Fig. 1: met1 routing
Bar = 20 µm.
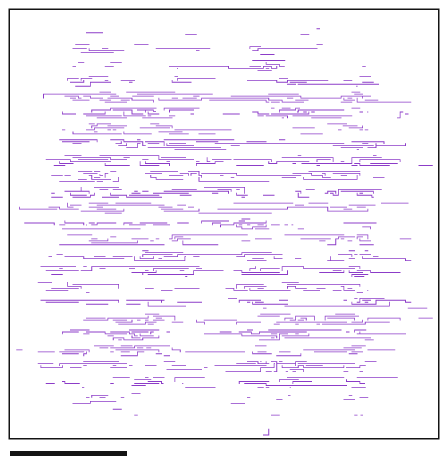
Fig. 2: the metal 2 layer
Bar = 20 µm.
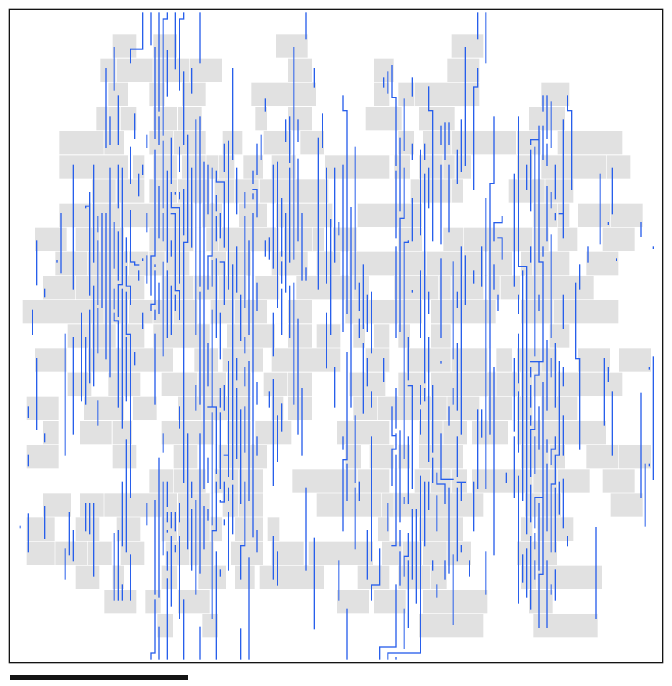
Fig. 3: the metal 3 layer
Bar = 20 µm.
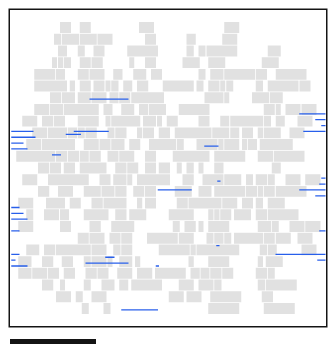
Fig. 4: congestion heat map
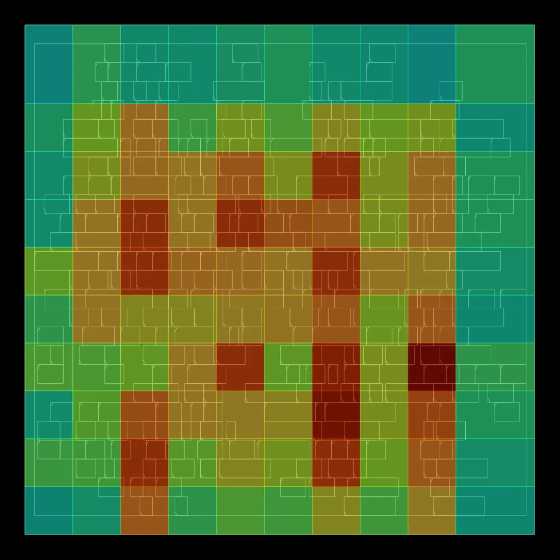
Fig. 5: placement density heat map
The die is cut into 7 by 7 equal tiles; white is low, dark blue is high, 0 to 100% covered.
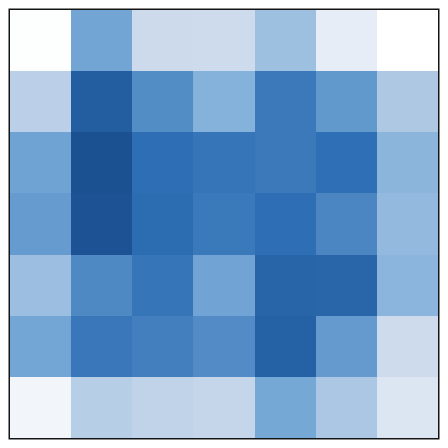
Design vc_read_scheduler, sky130hd; sources not shown.
==> deck_impl_summary.md <==
Flow Results at a Glance

Power and ir drop
  – Worst VDD drop: 0.000231 V

Setup path
  – Worst setup EP type: register
  – Critical path depth: 8
  – R2r worst-path depth: 8
  – CP Class: reg -> reg

GRT
  – Vias in the first global route: 1864
  – Largest net degree at the start of global routing: 26

Clock network
  – CTS Buf Count: 3
  – H-tree depth: 1

Final layout
  – Top Layout Cells: 52 x buf_4, 24 x clkdlybuf4s50_1, 18 x dfxtp_1
  – Fill count: 456

Drt
  – Drt first-iter violations: 91

Timing
  – Final worst slack: -0.190 ns
  – Setup-failing EPs final: 14

Run status
  – Outcome: complete, but fails checks
  – Violated checks: negative setup slack

Placement
  – Cell Area, Placed: 0.00236 mm²

Synthesis
  – Chip area in the Yosys report: 0.00163 mm²
  – Top FF cell, synth: dfxtp_1
  – Ys cells: 197
  – Synthesized registers: 22
Notes on Fig. 1 above:
longest straight run = 22.1 µm
wire length on this layer = 2320 µm
Routed WL: 5480 µm
GR Layer Usage met1: 0.237
routed via count: 1963

Notes on Fig. 2 above:
main direction = vertical
share of all routed wire = 55%
nets with wire on the layer = 284
longest straight run = 36.7 µm
met2 usage: 0.381

Notes on Fig. 3 above:
longest straight run = 11.3 µm
main direction = horizontal
share of all routed wire = 2.2%
wire length on this layer = 121 µm
nets with wire on the layer = 30
met3 Use GR: 0.0178

Notes on Fig. 4 above:
DR WL/cell: 15.3 µm
busiest layer in global routing: met2
Total Routing Usage GR: 0.204
Layout Utilization: 0.590

Notes on Fig. 5 above:
nearly empty tiles = 4.1%
mean over tiles = 51%
tiles over 75% full = 16%
emptiest ninth of the die = top right
fullest tile = 87%
Core Util at FP: 0.339
Core ar.: 0.00482 mm²

[worst min-delay path: stages]
cell and delay (ns):
buf_2 0.10, mux4_2 0.23, a311oi_1 0.08, nor2_1 0.07
[cells by family after synthesis]
family / synth area share
AND/OR/NAND/NOR: 0.307
AND-OR/OR-AND: 0.272
flip-flops: 0.270
buffers and inverters: 0.0621
multiplexers: 0.0705
XOR/XNOR: 0.0107
adder cells (fa/ha/maj): 0.00766
[layout make-up]
class | instances | area, µm² | area share
inverters | 6 | 22.5 | 0.00793
repair buffers | 104 | 885 | 0.311
well taps | 67 | 83.8 | 0.0295
flip-flops and latches | 22 | 450 | 0.159
multi-input cells | 155 | 1340 | 0.473
clock buffers | 4 | 55.1 | 0.0194
[repair_timing]
item                                    in CTS  in global routing
pin swaps                                   35                 28
gates resized                               70                 54
buffers inserted                            15                 16
cloned                                       2                  1
endpoints found under the setup margin      26                 28
[where the power goes]
group / internal [mW] / switching (mW)
clock: 0.156 / 0.138
sequential: 0.399 / 0.0181
combinational: 0.224 / 0.192
total: 0.779 / 0.348
[routing by layer]
metal,part of all wire,up-vias,GRT usage
met5,0,-,0
met4,0.0073,0,0.0855
met3,0.022,5,0.0178
met2,0.55,41,0.381
met1,0.42,971,0.237
li1,-,946,-
[synthesized netlist by cell type (all sizes together) (7+ instances only)]
cell type,number,share of area
nand3,10,0.031
mux2i,7,0.043
nand2,15,0.034
and3,7,0.027
clkbuf,8,0.018
nand3b,7,0.032
a21oi,17,0.054
dfxtp,22,0.27
or4,8,0.037
nor2,10,0.023
o31ai,10,0.046
Power is estimated from default activity; no workload was simulated.
